## src/rtl/subword_store_unit.sv

```systemverilog
// subword_store_unit: narrows a 32-bit register value to byte/half/word and
// stores it into word-organised data memory behind a ready/done handshake.
// Sub-word stores use read-modify-write by default. Defining the macro
// SUBWORD_BE_EN switches them to a single byte-enabled write instead.
// Misaligned or invalid requests finish with err and never touch memory.
module subword_store_unit (
  input  logic        clk,
  input  logic        rst_n,
  input  logic        req_valid,
  output logic        req_ready,
  input  logic [1:0]  req_size,
  input  logic [31:0] req_addr,
  input  logic [31:0] req_wdata,
  output logic        done,
  output logic        err,
  output logic [31:0] mem_addr,
  output logic        mem_re,
  input  logic [31:0] mem_rdata,
  output logic        mem_we,
  output logic [31:0] mem_wdata,
  output logic [3:0]  mem_be
);

  typedef enum logic [2:0] {S_IDLE, S_RD, S_MRG, S_WR, S_FIN} state_t;

  state_t      state_q, state_d;
  logic [31:0] place_q, place_d;   // request data already shifted into its lanes
  logic [3:0]  lanes_q, lanes_d;   // lanes the request owns
  logic        re_q, re_d;
  logic        we_q, we_d;
  logic        done_q, done_d;
  logic        err_q, err_d;
  logic [31:0] addr_q, addr_d;
  logic [31:0] wdata_q, wdata_d;
`ifdef SUBWORD_BE_EN
  logic [3:0]  be_q, be_d;
`endif

  logic [3:0]  req_lanes;
  logic [31:0] req_place;
  logic        req_bad;
  logic [31:0] req_place_masked;

  // Widen a 4-bit lane mask to a 32-bit bit mask.
  function automatic logic [31:0] lane_bits(input logic [3:0] l);
    return {{8{l[3]}}, {8{l[2]}}, {8{l[1]}}, {8{l[0]}}};
  endfunction

  // Decode the incoming request: owned lanes, replicated data, alignment error.
  always_comb begin
    req_lanes = 4'b0000;
    req_place = req_wdata;
    req_bad   = 1'b0;
    case (req_size)
      2'b00: begin
        req_lanes = 4'b0001 << req_addr[1:0];
        req_place = {4{req_wdata[7:0]}};
      end
      2'b01: begin
        req_lanes = req_addr[1] ? 4'b1100 : 4'b0011;
        req_place = {2{req_wdata[15:0]}};
        req_bad   = req_addr[0];
      end
      2'b10: begin
        req_lanes = 4'b1111;
        req_bad   = (req_addr[1:0] != 2'b00);
      end
      default: req_bad = 1'b1;
    endcase
    req_place_masked = req_place & lane_bits(req_lanes);
  end

  // Next-state and next-output logic; strobes are decoded from the next state
  // so that they come out of flops aligned with the state they belong to.
  always_comb begin
    state_d = state_q;
    place_d = place_q;
    lanes_d = lanes_q;
    re_d    = 1'b0;
    we_d    = 1'b0;
    done_d  = 1'b0;
    err_d   = 1'b0;
    addr_d  = addr_q;
    wdata_d = wdata_q;
`ifdef SUBWORD_BE_EN
    be_d    = be_q;
`endif
    case (state_q)
      S_IDLE: begin
        if (req_valid) begin
          place_d = req_place_masked;
          lanes_d = req_lanes;
          if (req_bad) begin
            state_d = S_FIN;
            done_d  = 1'b1;
            err_d   = 1'b1;
`ifdef SUBWORD_BE_EN
          end else begin
            // Byte enables make every legal store a single write.
            state_d = S_WR;
            we_d    = 1'b1;
            addr_d  = {req_addr[31:2], 2'b00};
            wdata_d = req_place_masked;
            be_d    = req_lanes;
          end
`else
          end else if (req_size == 2'b10) begin
            state_d = S_WR;
            we_d    = 1'b1;
            addr_d  = {req_addr[31:2], 2'b00};
            wdata_d = req_wdata;
          end else begin
            state_d = S_RD;
            re_d    = 1'b1;
            addr_d  = {req_addr[31:2], 2'b00};
          end
`endif
        end
      end
      S_RD:  state_d = S_MRG;
      S_MRG: begin
        // Read data arrives this cycle; keep untouched lanes, replace ours.
        wdata_d = (mem_rdata & ~lane_bits(lanes_q)) | place_q;
        we_d    = 1'b1;
        state_d = S_WR;
      end
      S_WR: begin
        done_d  = 1'b1;
        state_d = S_FIN;
      end
      S_FIN:   state_d = S_IDLE;
      default: state_d = S_IDLE;
    endcase
  end

  // State and registered outputs; reset aborts any operation in flight.
  always_ff @(posedge clk or negedge rst_n) begin
    if (!rst_n) begin
      state_q <= S_IDLE;
      place_q <= 32'h0;
      lanes_q <= 4'h0;
      re_q    <= 1'b0;
      we_q    <= 1'b0;
      done_q  <= 1'b0;
      err_q   <= 1'b0;
      addr_q  <= 32'h0;
      wdata_q <= 32'h0;
`ifdef SUBWORD_BE_EN
      be_q    <= 4'b1111;
`endif
    end else begin
      state_q <= state_d;
      place_q <= place_d;
      lanes_q <= lanes_d;
      re_q    <= re_d;
      we_q    <= we_d;
      done_q  <= done_d;
      err_q   <= err_d;
      addr_q  <= addr_d;
      wdata_q <= wdata_d;
`ifdef SUBWORD_BE_EN
      be_q    <= be_d;
`endif
    end
  end

  assign req_ready = (state_q == S_IDLE);
  assign done      = done_q;
  assign err       = err_q;
  assign mem_re    = re_q;
  assign mem_we    = we_q;
  assign mem_addr  = addr_q;
  assign mem_wdata = wdata_q;
`ifdef SUBWORD_BE_EN
  assign mem_be    = be_q;
`else
  assign mem_be    = 4'b1111;
`endif

endmodule

```

## config.mk

```make
export PLATFORM = sky130hd
export DESIGN_NAME = subword_store_unit
export DESIGN_NICKNAME = d
export VERILOG_FILES = /design/src/rtl/subword_store_unit.sv
export SDC_FILE = /design/constraint.sdc
export NUM_CORES = 1
export LEC_CHECK = 0
export ABC_AREA = 1
export CAP_MARGIN = 40
export CORE_ASPECT_RATIO = 1.5
export CORE_UTILIZATION = 47
export CTS_BUF_LIST = sky130_fd_sc_hd__clkbuf_4
export DETAILED_ROUTE_END_ITERATION = 10
export PLACE_DENSITY = 0.82
export RECOVER_POWER = 50
export SLEW_MARGIN = 20
export SYNTH_ARGS = -nofsm -noshare
export SYNTH_HDL_FRONTEND = slang
export SYNTH_SLANG_ARGS = --single-unit
```

## constraint.sdc

```tcl
create_clock -name clk -period 1.45 [get_ports clk]
set_input_delay 0.435 -clock clk [delete_from_list [all_inputs] [get_ports clk]]
set_output_delay 0.435 -clock clk [all_outputs]
set_load 0.01 [all_outputs]
```

Figure 1. Wires at chosen ports, followed through buffers (run 1).
The bar under the picture is 20 um long.
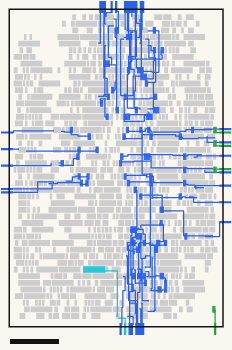
green -> mem_be  # bits 4, direction output, end cells 4, buffers 0, wire 16.8 um
cyan -> done  # bits 1, direction output, end cells 1, buffers 1, wire 29.9 um
blue -> req_wdata  # bits 32, direction input, end cells 80, buffers 39, wire 1,610 um

Figure 2. Cell placement (run 1).
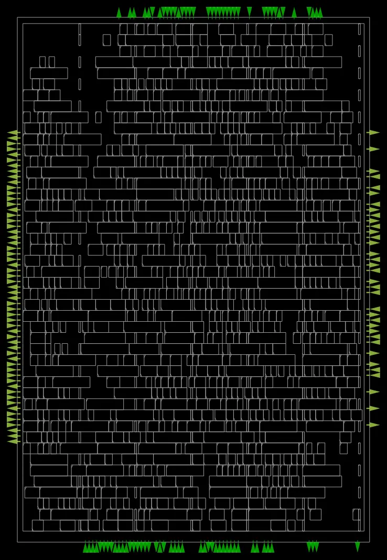
Seq area share: 0.344
Tapcells: 144
core area: 10,500 um^2

Figure 3. Register map, names as in the netlist (run 1).
The bar under the picture is 20 um long. Other sequential cells in the stronger gray, the rest of the logic in the fainter gray.
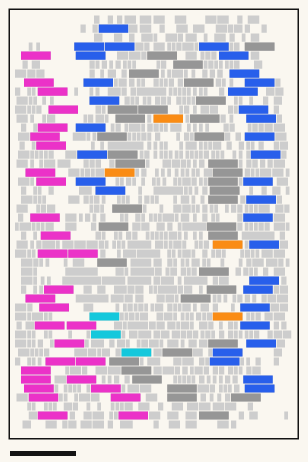
cyan -> state_q  # placed flops 3
blue -> mem_wdata  # placed flops 32
magenta -> mem_addr  # placed flops 30, where a vertical strip on the left
orange -> lanes_q  # placed flops 4
not colored = 36
Flop area: 2630 um^2
Core Util, Final: 0.726

Figure 4. Supply network (run 1).
The bar under the picture is 20 um long. Pins as bars on the die edge. Tap cells in gray.
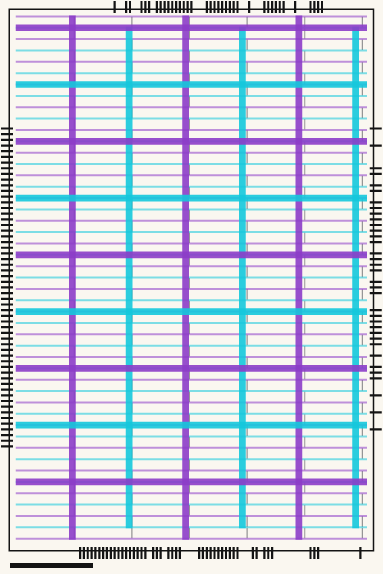
cyan -> VDD
purple -> VSS
rows = 46
signal pins = 174
met1 rails = 47
met4 straps = 6

==> flow_summary.yaml, run 1 <==
# generated from flow reports
synth:
  yosysMostFrequentCell: "nand2_1"
  syn_avg_cell_area_um2: 7.41
  compound_area_frac: 0.0736
  synthAdderAreaFrac: 0
  yosysUniqueCellTypes: 21
  ys_sh_mux: 0
  ys_ff: 105
  synth_seq_share: 0.517
  synthTopLogicFamily: "simple AND/OR/NAND/NOR gates"
  yosysCellCount: 686
  flop_cell: "dfrtp_1"
  synthArstFlopShare: 1.00
  yosys-top-cells-count: "295 x nand2_1, 105 x dfrtp_1, 73 x nand3_1"
  synth_cells: 686
  simple_gate_area_frac: 0.342
  yosysChipArea_um2: 5080
  ys_warn_count: 0
  yosys-top-cells-area: "dfrtp_1 52%, nand2_1 22%, nand3_1 7.2%, nor2_1 4.4%, o21ai_0 3.6%"
  top_cell_area_share: 0.517
  edf_count: 0
  yosys.area.top_type: "dfrtp_1"
setup_path:
  reg2reg_depth: 8
  required_ps: 1020
  startpoint_type: "register"
  cp_slowest_stage_delay_ps: 430
  worstPathArrival_ps: 1240
  critPathMaxFanout: 2
  cpMaxStageDelayCell: "dfrtp_1"
  reg2reg_from: "state_q[2]$_DFFE_PN0P_"
  r2r_slack_ps: -50
  reg2reg_to: "mem_addr[23]$_DFFE_PN0P_"
  end_kind: "output pin"
  path_cells: "nor2_4 -> nand2_2 -> inv_2 -> buf_6"
clocking:
  post_cts_buffers: 31
  hold_buffers: 1
  cts_made_buffers: 9
  htreeDepth: 3
  clock_sinks: 105
  cts_root_buffer: "clkbuf_4"
  worstSkewPairLatency_ps: 480
  clkTransAtPathRegs_ps: 170
  ctsResizeCount: 292
  cts_tree: "yes"
job:
  openroad.warnings: 28
  drv_cap: 0
drt:
  wirelength_mm: 15.4
  avgViaCountPerCell: 5.04
  firstDrtPassIters: 6
  wirelength_met1_mm: 5.62
  routedWlPerCell_um: 14.2
  route.met2.wl_mm: 8.21
  top_layer: "met4"
  wl_met3_um: 878
  vias: 5445
  route.detailed.drc: 0
  drtAntennaViolNets: 0
global_routing:
  use_met1: 0.295
  grt_max_degree: 53
  antenna_found_initial: 1
  grt_pass1_vias: 5253
  grtUsageMet3: 0.0599
  grt_pass1_wl_mm: 23.9
  top_usage_layer: "met2"
  grtUsageMet2: 0.498
  grt_usage: 0.276
timing:
  tightest_slew_ps: 647
  rsz0062_at_grt: "yes"
  hold_viol_final: 0
  fin_crit_sh: 1.16
  fmax_mhz: 597
  slew_headroom: 0.568
  setup_ws_ps: -226
  setup_viol: 100
  period_minus_slack_ps: 1680
  finClkSkew_ps: 20.3
placed_design:
  hpwl_mm: 10.8
  io_buffers: 167
  place_ws_ps: -536
final_layout:
  area_growth_pct: 50.4
  final_layout_size_suffix_gt1_frac: 0.217
  final_common_cell: "nand2_1"
  fin_nets: 1031
  final_cell_mix: "291 x nand2_1, 105 x dfrtp_1, 99 x clkdlybuf4s50_1"
floorplanning:
  dieWidth_um: 86.9
  ioPinCount: 174
  fp-utilization: 0.483
  row_count: 46
  die_h_um: 129
  dieArea_um2: 11200
power:
  comb_power_share: 0.521
  seqPwrFrac: 0.364
  switching_share: 0.393
  p_clk_frac: 0.115
  max-vdd-ir-drop_mv: 0.955
  leakage_nw: 4.20
  fin_total_pwr_mw: 13.5
  power.switching_mw: 5.32
  maxPowerGroup: "combinational cells"
  p_clk_mw: 1.56
  power_density_nw_per_um2: 1770
run_status:
  violations: "setup timing"
  status: "finished, violations left"
-- run 1: final cells by class --
| type | count | area [um^2] |
|---|---|---|
| clock buffer | 11 | 82.6 |
| fill | 842 | 2890 |
| multi-input combinational | 512 | 2190 |
| antenna | 1 | 2.50 |
| sequential | 105 | 2630 |
| inverter | 34 | 130 |
| tap | 144 | 180 |
| timing repair buffer | 268 | 2370 |
| clock inverter | 5 | 63.8 |
-- run 1: per-stage QoR --
stage | TNS, ps | cell area [um^2] | utilization | hold WS, ps | instances
global placement | -41430 | 7180 | 0.682 | 251 | 1009
CTS | -2390 | 7440 | 0.707 | 270 | 1060
finish | -2020 | 7650 | 0.726 | 326 | 1080
floorplan | 0 | 5100 | - | 139 | 690
detailed placement | -43500 | 7180 | 0.682 | 252 | 1009
global route | -12310 | 7650 | 0.726 | 330 | 1080
-- run 1: worst max-delay path, delay by kind of cell (launching register included) --
family	cells	cell delay (ps)
buffers and inverters	2	170
and+or+nand+nor	2	180
DFF	1	430
-- run 1: worst max path at each step --
stage,startpoint,end,slack [ps]
after floorplan,state_q[2]$_DFFE_PN0P_,mem_addr[10]$_DFFE_PN0P_,150
after global placement,req_size[1],mem_wdata[1]$_DFFE_PN0P_,-480
after detailed placement,req_size[1],mem_wdata[17]$_DFFE_PN0P_,-540
after CTS,state_q[0]$_DFFE_PN0P_,req_ready,-270
after global routing,state_q[0]$_DFFE_PN0P_,req_ready,-300
final,state_q[2]$_DFFE_PN0P_,req_ready,-230
-- run 1: state kept, by name, indices dropped and copies added, names as in the netlist --
name and cells:
mem_we 1, mem_wdata 32, mem_addr 30, place_q 32
state_q 3, done 1, lanes_q 4, err 1
mem_re 1
-- run 1: logic make-up after synthesis --
kind of cell / count (synthesis)
buffers and inverters: 73
other: 2
and+or+nand+nor: 432
AOI/OAI and AO/OA: 74
DFF: 105
==> run 2, diff against run 1 <==
- CORE_UTILIZATION: 47 -> 43
- PLACE_DENSITY: 0.82 -> 0.79
- clock period: 1.45 -> 1.4 ns (I/O delays scaled with it)
Figure 5. Cell density map (run 2).
The bar under the picture is 20 um long. 9 x 14 tiles, from white (low) to dark blue (high), 0 to 100% covered.
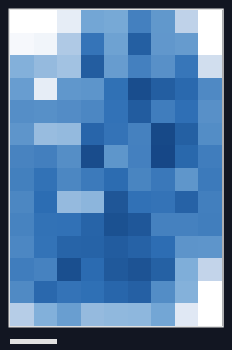
tiles over 75% full = 25%
mean over tiles = 60%
nearly empty tiles = 4.8%
fullest tile = 91%
emptiest ninth of the die = north-west
core area: 11,500 um^2
Core Util, Final: 0.656
fp_density: 0.441

==> flow_summary.yaml, run 2 <==
# generated from flow reports
run_status:
  status: "finished, violations left"
  violations: "setup timing"
placed_design:
  placed_cells: 1020
  place_ws_ps: -494
  dpl_cell_area_um2: 7240
  hpwl_mm: 10.6
clocking:
  worstSkewPairLatency_ps: 470
  htreeDepth: 3
  cts_root_buffer: "clkbuf_4"
  clock_sinks: 105
  clk_path_buf_depth: 2
  cts_tree: "yes"
  cts_made_buffers: 9
final_layout:
  fin_area_um2: 7560
  final_layout_size_suffix_gt1_frac: 0.217
  fill_cells: 1023
  fin_nets: 1032
  final_common_cell: "nand2_1"
  area_growth_pct: 48.7
  instances_no_fill: 1087
  final_cell_mix: "291 x nand2_1, 105 x dfrtp_1, 98 x clkdlybuf4s50_1"
synth:
  yosysCellCount: 686
  edf_count: 0
  yosys.area.top_type: "dfrtp_1"
  ys_warn_count: 0
  ys_ff: 105
  syn_avg_cell_area_um2: 7.41
  synthArstFlopShare: 1.00
  yosysChipArea_um2: 5080
  synth_cells: 686
  flop_cell: "dfrtp_1"
  yosys-top-cells-count: "295 x nand2_1, 105 x dfrtp_1, 73 x nand3_1"
  yosysUniqueCellTypes: 21
floorplanning:
  dieArea_um2: 12300
  row_count: 48
  dieWidth_um: 90.8
  ioPinCount: 174
  die_h_um: 135
power:
  power_density_nw_per_um2: 1790
  max-vdd-ir-drop_mv: 0.963
  fin_total_pwr_mw: 13.6
drt:
  firstDrtPassIters: 5
  wirelength_mm: 14.6
  drtAntennaViolNets: 0
  vias: 5172
  routedWlPerCell_um: 13.5
  route.detailed.drc: 0
  avgViaCountPerCell: 4.76
global_routing:
  grt_usage: 0.237
  grt_pass1_vias: 4889
  grt_max_degree: 63
  antenna_found_initial: 1
  grt_pass1_wl_mm: 23.0
job:
  openroad.warnings: 28
  drv_cap: 0
setup_path:
  worstPathArrival_ps: 1250
  critPathTopFamily: "flip-flops"
  cpMaxStageDelayCell: "dfrtp_1"
  end_kind: "output pin"
  critPathMaxFanout: 2
  path_cells: "nor2_4 -> nand2_2 -> inv_2 -> buf_6"
  required_ps: 980
  cp_slowest_stage_delay_ps: 440
  startpoint_type: "register"
timing:
  setup_viol: 159
  hold_viol_final: 0
  fin_tns_setup_ps: -5570
  fin_hold_ws_ps: 387
  setup_ws_ps: -268
  fin_crit_sh: 1.19
  rsz0062_at_grt: "yes"
  finClkSkew_ps: 27.0
  fmax_mhz: 600
[run 2: cell counts after synthesis]
No cell type changed its count.
[run 2: cells by family after synthesis]
| logic type | share of synthesized area |
|---|---|
| flops | 0.517 |
| buf+inv | 0.0662 |
| simple gates | 0.342 |
| other cells | 0.00148 |
| compound gates | 0.0736 |
[run 2: final cells by class]
type                    instances  area [um^2]  area share
flip-flops and latches        105         2630       0.348
repair buffers                269         2300       0.304
multi-input cells             512         2190       0.289
well taps                     150          188      0.0248
inverters                      34          130      0.0172
clock buffers                  10         75.1     0.00993
clock inverters                 6         53.8     0.00712
diodes                          1         2.50    0.000331
[run 2: power breakdown]
part	switching (mW)	internal [mW]
Combinational	3.59	3.42
Sequential	0.724	4.37
Clock	1.05	0.411
[run 2: what timing repair did]
action                                 in CTS  in global routing
setup endpoints to repair                 147                167
hold buffers                                1                  0
cloned                                      2                  1
buffers inserted                           24                 23
resized                                   291                 20
endpoints found under the hold margin      13                  0
pin swaps                                   0                  1
[run 2: layer usage]
metal,track usage,part of all wire
met2,0.431,0.53
met4,0.118,0.038
met3,0.0505,0.054
met5,0,0
met1,0.261,0.38
[run 2: worst paths after layout]
check	start	to	slack, ps	depth (start not counted)
hold reg to reg	mem_addr[20]$_DFFE_PN0P_	mem_addr[20]$_DFFE_PN0P_	490	2
min in group clk	req_addr[26]	mem_addr[26]$_DFFE_PN0P_	440	3
setup reg to reg	state_q[0]$_DFFE_PN0P_	place_q[20]$_DFFE_PN0P_	-130	8
setup / recovery	state_q[0]$_DFFE_PN0P_	req_ready	-270	4
hold / removal	rst_n	mem_we$_DFF_PN0_	390	2
max in group asynchronous	rst_n	mem_wdata[10]$_DFFE_PN0P_	200	3
==> run 3, diff against run 2 <==
- CORE_UTILIZATION: 43 -> 47
- PLACE_DENSITY: 0.79 -> 0.82
- clock period: 1.4 -> 1.6 ns (I/O delays scaled with it)
Figure 6. Supply network (run 3).
The bar under the picture is 20 um long. Pins as bars on the die edge. Tap cells in gray.
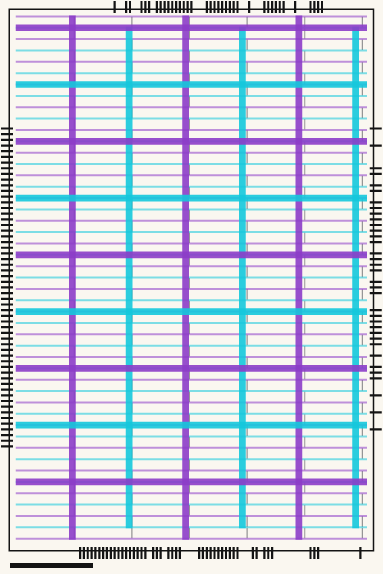
purple -> VSS
cyan -> VDD
met1 rails = 47
tap cells = 144

==> flow_summary.yaml, run 3 <==
# generated from flow reports
run_status:
  status: "finished, violations left"
  violations: "setup timing"
final_layout:
  area_growth_pct: 46.1
  final_common_cell: "nand2_1"
  fin_area_um2: 7430
  final_cell_mix: "293 x nand2_1, 105 x dfrtp_1, 98 x clkdlybuf4s50_1"
  fill_cells: 858
  fin_nets: 1011
setup_path:
  r2r_slack_ps: 40
  required_ps: 1120
  worstPathArrival_ps: 1240
  startpoint_type: "register"
  cp_slowest_stage_delay_ps: 460
  critPathMaxFanout: 3
  end_kind: "output pin"
  reg2reg_to: "mem_wdata[25]$_DFFE_PN0P_"
  reg2reg_from: "state_q[2]$_DFFE_PN0P_"
  cpMaxStageDelayCell: "dfrtp_1"
  crit_end: "req_ready"
  reg2reg_depth: 7
floorplanning:
  die_h_um: 129
  row_count: 46
  fp-utilization: 0.483
drt:
  routedWlPerCell_um: 14.0
  avgViaCountPerCell: 5.01
  drtAntennaViolNets: 0
  vias: 5300
  wirelength_mm: 14.8
  firstDrtPassIters: 5
timing:
  finClkSkew_ps: 19.7
  fin_tns_setup_ps: -1120
  period_minus_slack_ps: 1720
  tightest_slew_ps: 738
  fin_crit_sh: 1.08
  hold_viol_final: 0
  setup_viol: 26
  setup_ws_ps: -122
  rsz0062_at_grt: "yes"
clocking:
  clk_path_buf_depth: 2
  cts_root_buffer: "clkbuf_4"
  cts_tree: "yes"
  clock_sinks: 105
  clkTransAtPathRegs_ps: 140
  cts_made_buffers: 9
  htreeDepth: 3
synth:
  edf_count: 0
  ys_warn_count: 0
  yosysMostFrequentCell: "nand2_1"
  synth_cells: 686
  top_cell_area_share: 0.517
  syn_avg_cell_area_um2: 7.41
  yosys.area.top_type: "dfrtp_1"
  synth_seq_share: 0.517
  yosys-top-cells-area: "dfrtp_1 52%, nand2_1 22%, nand3_1 7.2%, nor2_1 4.4%, o21ai_0 3.6%"
  yosys-top-cells-count: "295 x nand2_1, 105 x dfrtp_1, 73 x nand3_1"
  yosysChipArea_um2: 5080
  yosysUniqueCellTypes: 21
global_routing:
  grt_usage: 0.264
  antenna_found_initial: 0
  grt_pass1_vias: 5143
placed_design:
  io_buffers: 167
  dpl_cell_area_um2: 7180
  place_ws_ps: -478
power:
  max-vdd-ir-drop_mv: 0.816
  leakage_nw: 4.05
  fin_total_pwr_mw: 11.9
hold_path:
  min_to: "mem_addr[7]$_DFFE_PN0P_"
job:
  drv_cap: 0
  openroad.warnings: 28
run 3: cell counts after synthesis:
No cell type changed its count.
run 3: cell type report:
| cell class | instances | area (um^2) | area share |
|---|---|---|---|
| Sequential cell | 105 | 2630 | 0.354 |
| Clock inverter | 5 | 106 | 0.0143 |
| Timing Repair Buffer | 248 | 2140 | 0.288 |
| Clock buffer | 9 | 67.6 | 0.00910 |
| Antenna cell | 1 | 2.50 | 0.000337 |
| Tap cell | 144 | 180 | 0.0243 |
| Inverter | 34 | 128 | 0.0172 |
| Multi-Input combinational cell | 512 | 2180 | 0.293 |
run 3: what timing repair did:
| action | 4_1_cts | 5_1_grt |
|---|---|---|
| buffers inserted | 21 | 9 |
| resized | 227 | 42 |
| endpoints found under the setup margin | 67 | 86 |
| endpoints found under the hold margin | 27 | 0 |
| cloned | 0 | 5 |
| pin swaps | 1 | 2 |
| hold buffers | 1 | 0 |
run 3: logic make-up (layout without fill, tap and decap cells):
kind of cell	after synthesis	count (layout)	synth area share
and+or+nand+nor	432	432	0.342
other	2	7	0.00148
DFF	105	105	0.517
buffers and inverters	73	296	0.0662
AOI/OAI and AO/OA	74	74	0.0736
run 3: per-layer routing:
layer | up-vias | routed length (um)
met4 | 0 | 825
li1 | 2588 | -
met3 | 58 | 964
met1 | 2412 | 5250
met2 | 242 | 7810
met5 | - | 0
run 3: critical path, delay by kind of cell, from the launching register on:
kind	cells	cell delay (ps)
DFF	1	460
buffers and inverters	3	260
and+or+nand+nor	1	60
run 3: power by group:
part | internal, mW | switching [mW]
clock network | 0.777 | 0.839
registers | 3.82 | 0.647
logic | 2.70 | 3.16
Power is estimated from default activity; no workload was simulated.
